Drive-strength map:
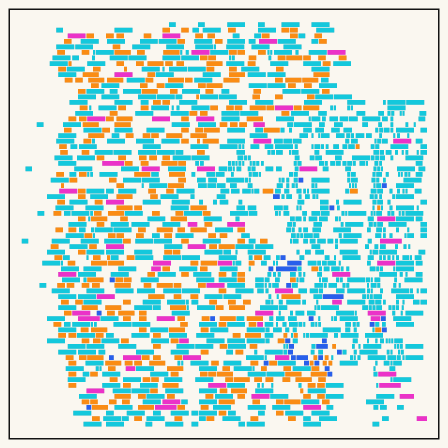
A small window of the routed layout:
Region (147, 147) to (167, 167) microns. Cells in gray, sequential cells in the stronger gray; small squares are vias.
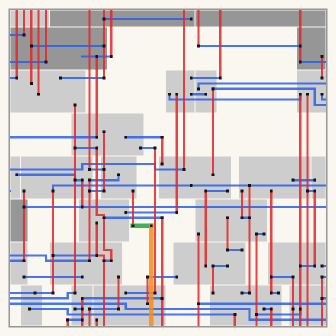
Pin map:
The bar under the picture is 50 microns long. Pins as bars across the die edge, other pins in gray.
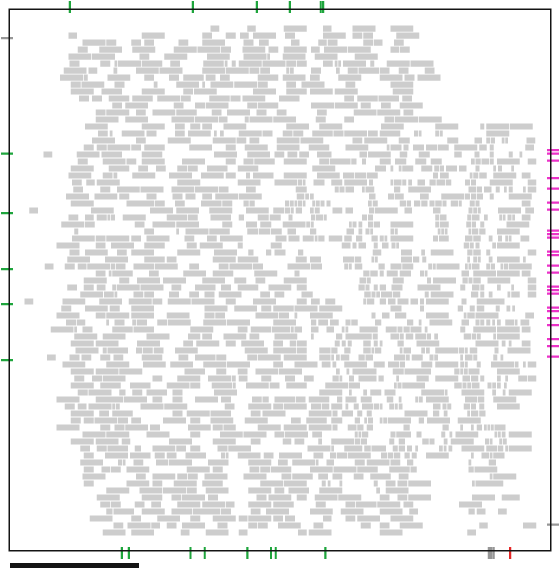
==> config.mk <==
export PLATFORM = sky130hd
export DESIGN_NAME = cic_comp_fir
export DESIGN_NICKNAME = d
export VERILOG_FILES = /design/src/rtl/cic_comp_fir.sv
export SDC_FILE = /design/constraint.sdc
export NUM_CORES = 1
export LEC_CHECK = 0
export CAP_MARGIN = 20
export CORE_MARGIN = 5
export CORE_UTILIZATION = 45
export CTS_CLUSTER_SIZE = 25
export DETAILED_ROUTE_END_ITERATION = 16
export SETUP_SLACK_MARGIN = 0.3
export SYNTH_ARGS = -nofsm -noshare
export SYNTH_HDL_FRONTEND = slang
export SYNTH_SLANG_ARGS = --single-unit
==> constraint.sdc <==
create_clock -name clk -period 6.05 [get_ports clk]
set_input_delay 1.21 -clock clk [delete_from_list [all_inputs] [get_ports clk]]
set_output_delay 1.21 -clock clk [all_outputs]
set_load 0.1 [all_outputs]
==> deck_impl_summary.md <==
Flow Results at a Glance

Floorplanning
  – Core area: 0.0396 sq mm
  – Floorplan Utilization: 45.3%
  – Chip area: 0.0440 sq mm
  – I/O pins: 49

Drt
  – Post-Route M1 WL: 20000 microns
  – DR vias: 11200
  – Met3 Wirelength: 1700 microns
  – Remaining antenna violation count after routing: 0
  – Post-Route WL: 43700 microns
  – Post-DR vias/cell: 5.72
  – Met2 wire length: 20800 microns

Logic synthesis
  – Warnings, synthesis: 0
  – Top cells by area: dfrtp_1 49%, mux2_2 17%, mux4_2 9.3%, ha_1 5.2%, nand2_1 2.0%
  – Post-synth EDFFs: 0
  – Commonest cells in the netlist: 351 x dfrtp_1, 268 x mux2_2, 97 x nand2_1
  – Number of distinct library cells after synthesis: 64
  – Post-Synth AOI/OAI Area: 6.33%
  – Post-synth top area cell: dfrtp_1
  – Seq share, synth: 48.9%
  – Ys flop type: dfrtp_1
  – Chip area in the Yosys report: 0.0180 sq mm
  – Yosys stat cell total: 1381
  – Ys async rst share: 100%

Clock network
  – Hold-fix buffers at CTS: 0
  – Clock sinks: 351
  – TritonCTS buffer count: 40
  – Post CTS Setup Buffer Count: 0
  – CTS tree: built
  – Root Buffer: clkbuf_16
  – Cts repair resizes: 0
  – Clk_lat worst skew: 0.55 ns

Setup path
  – Worst-path cell chain: buf_12 > mux4_2 > mux4_2 > nor2b_1 > ha_1 > ha_1 > ha_1 > a21oi_1 > o21ai_1 > a2111o_1 > a211o_1 > a311o_1 > or4_1 > nand3_1
  – CP peak stage delay: 0.85 ns
  – CP required: 6.52 ns
  – WP buf/inv: 1
  – Worst Setup Start Kind: register
  – Worst Reg-to-Reg Cells: 14
  – Setup Crit Path Kind: register to register

Hold path
  – Worst hold-check path type: register to register

Timing
  – Final min period: 5.40 ns
  – Worst slew margin: 33.8%
  – Slew Viols, Final: 0
  – Slew of the pin with the lowest slew margin: 0.991 ns
  – Layout Skew: 0.0228 ns
  – Hold Vio Cnt, Final: 0
  – Worst Hold Margin: 0.453 ns
  – TNS Setup: 0 ns
  – Fmax achieved: 185 MHz

Power and ir drop
  – P_comb: 2.51 mW
  – Sequential power share: 37.6%
  – Share of total power in the clock network: 31.0%
  – Clock network power: 2.49 mW
  – Internal power: 5.11 mW
  – Biggest consumer: sequential cells
  – Power per cell area: 394 mW/mm^2
  – Switching share of power: 36.2%
  – Seq group: 3.02 mW
  – Pleak: 9.73 nW

Final layout
  – Share of cells above drive strength 1: 31.8%
  – Fin nets: 1504
  – Fillers: 3457
  – Max reg flops: 285

Run
  – Max-Cap Viols: 0

Run status
  – Status: completed

GRT
  – GRT Overall Usage: 20.1%
  – First-pass GRT wire length: 69600 microns

Placement
  – Hpwl dp: 26400 microns
Back to the opening pictures, 'drive-strength map':
Key: cyan = x1 and smaller [cells 978, share 68%, most used dfrtp_1]; orange = x2 [cells 367, share 26%, most used mux2_2]; magenta = x6 and larger [cells 57, share 4.0%, most used clkbuf_16]; blue = x3 and x4 [cells 33, share 2.3%, most used buf_4]
Final Cell Area: 0.0204 sq mm
Non-clock buffers: 74
post-route worst setup slack: 0.649 ns
Syn-to-layout area delta: 13.3%

Back to the opening pictures, 'a small window of the routed layout':
Key: blue = M1; green = M3; orange = M4; red = M2
Sequential cells in the window: 1. 20 logic cells have their middle in the window. Most frequent: ha_1 (10), o21ai_0 (2).

Back to the opening pictures, 'pin map':
Key: magenta = `o_data` [pins 24, direction output, edge east]; red = `o_valid` [pins 1, direction output, edge south]; green = `i_data` [pins 19, direction input, edge 8 south, 6 north, 5 west]
All pins by edge: 25 east, 12 south, 6 west, 6 north.
die width: 210 microns
port buffer count: 48

[routing by layer]
layer  track usage [%]  vias up
met2              32.8      172
met4              5.65        0
li1                  -     5119
met1              28.0     5860
met3              3.50       62
met5                 0        -
[layout make-up]
type / instances / area (sq um) / share of cell area (%)
tap: 525 / 657 / 3.23
inverter: 15 / 56.3 / 0.276
multi-input combinational: 924 / 8790 / 43.2
timing repair buffer: 74 / 718 / 3.53
clock buffer: 52 / 1110 / 5.43
clock inverter: 19 / 245 / 1.20
sequential: 351 / 8790 / 43.2
[per-stage QoR]
step | utilization (%) | std cells | total power, mW
after floorplan | - | 1381 | 4.85
after global placement | 47.9 | 1888 | 5.56
after detailed placement | 48.0 | 1889 | 5.60
after CTS | 51.4 | 1960 | 8.13
after global routing | 51.4 | 1960 | 8.45
final | 51.4 | 1960 | 8.02
Power figures rest on the tool's default switching activity, not on a simulated workload.
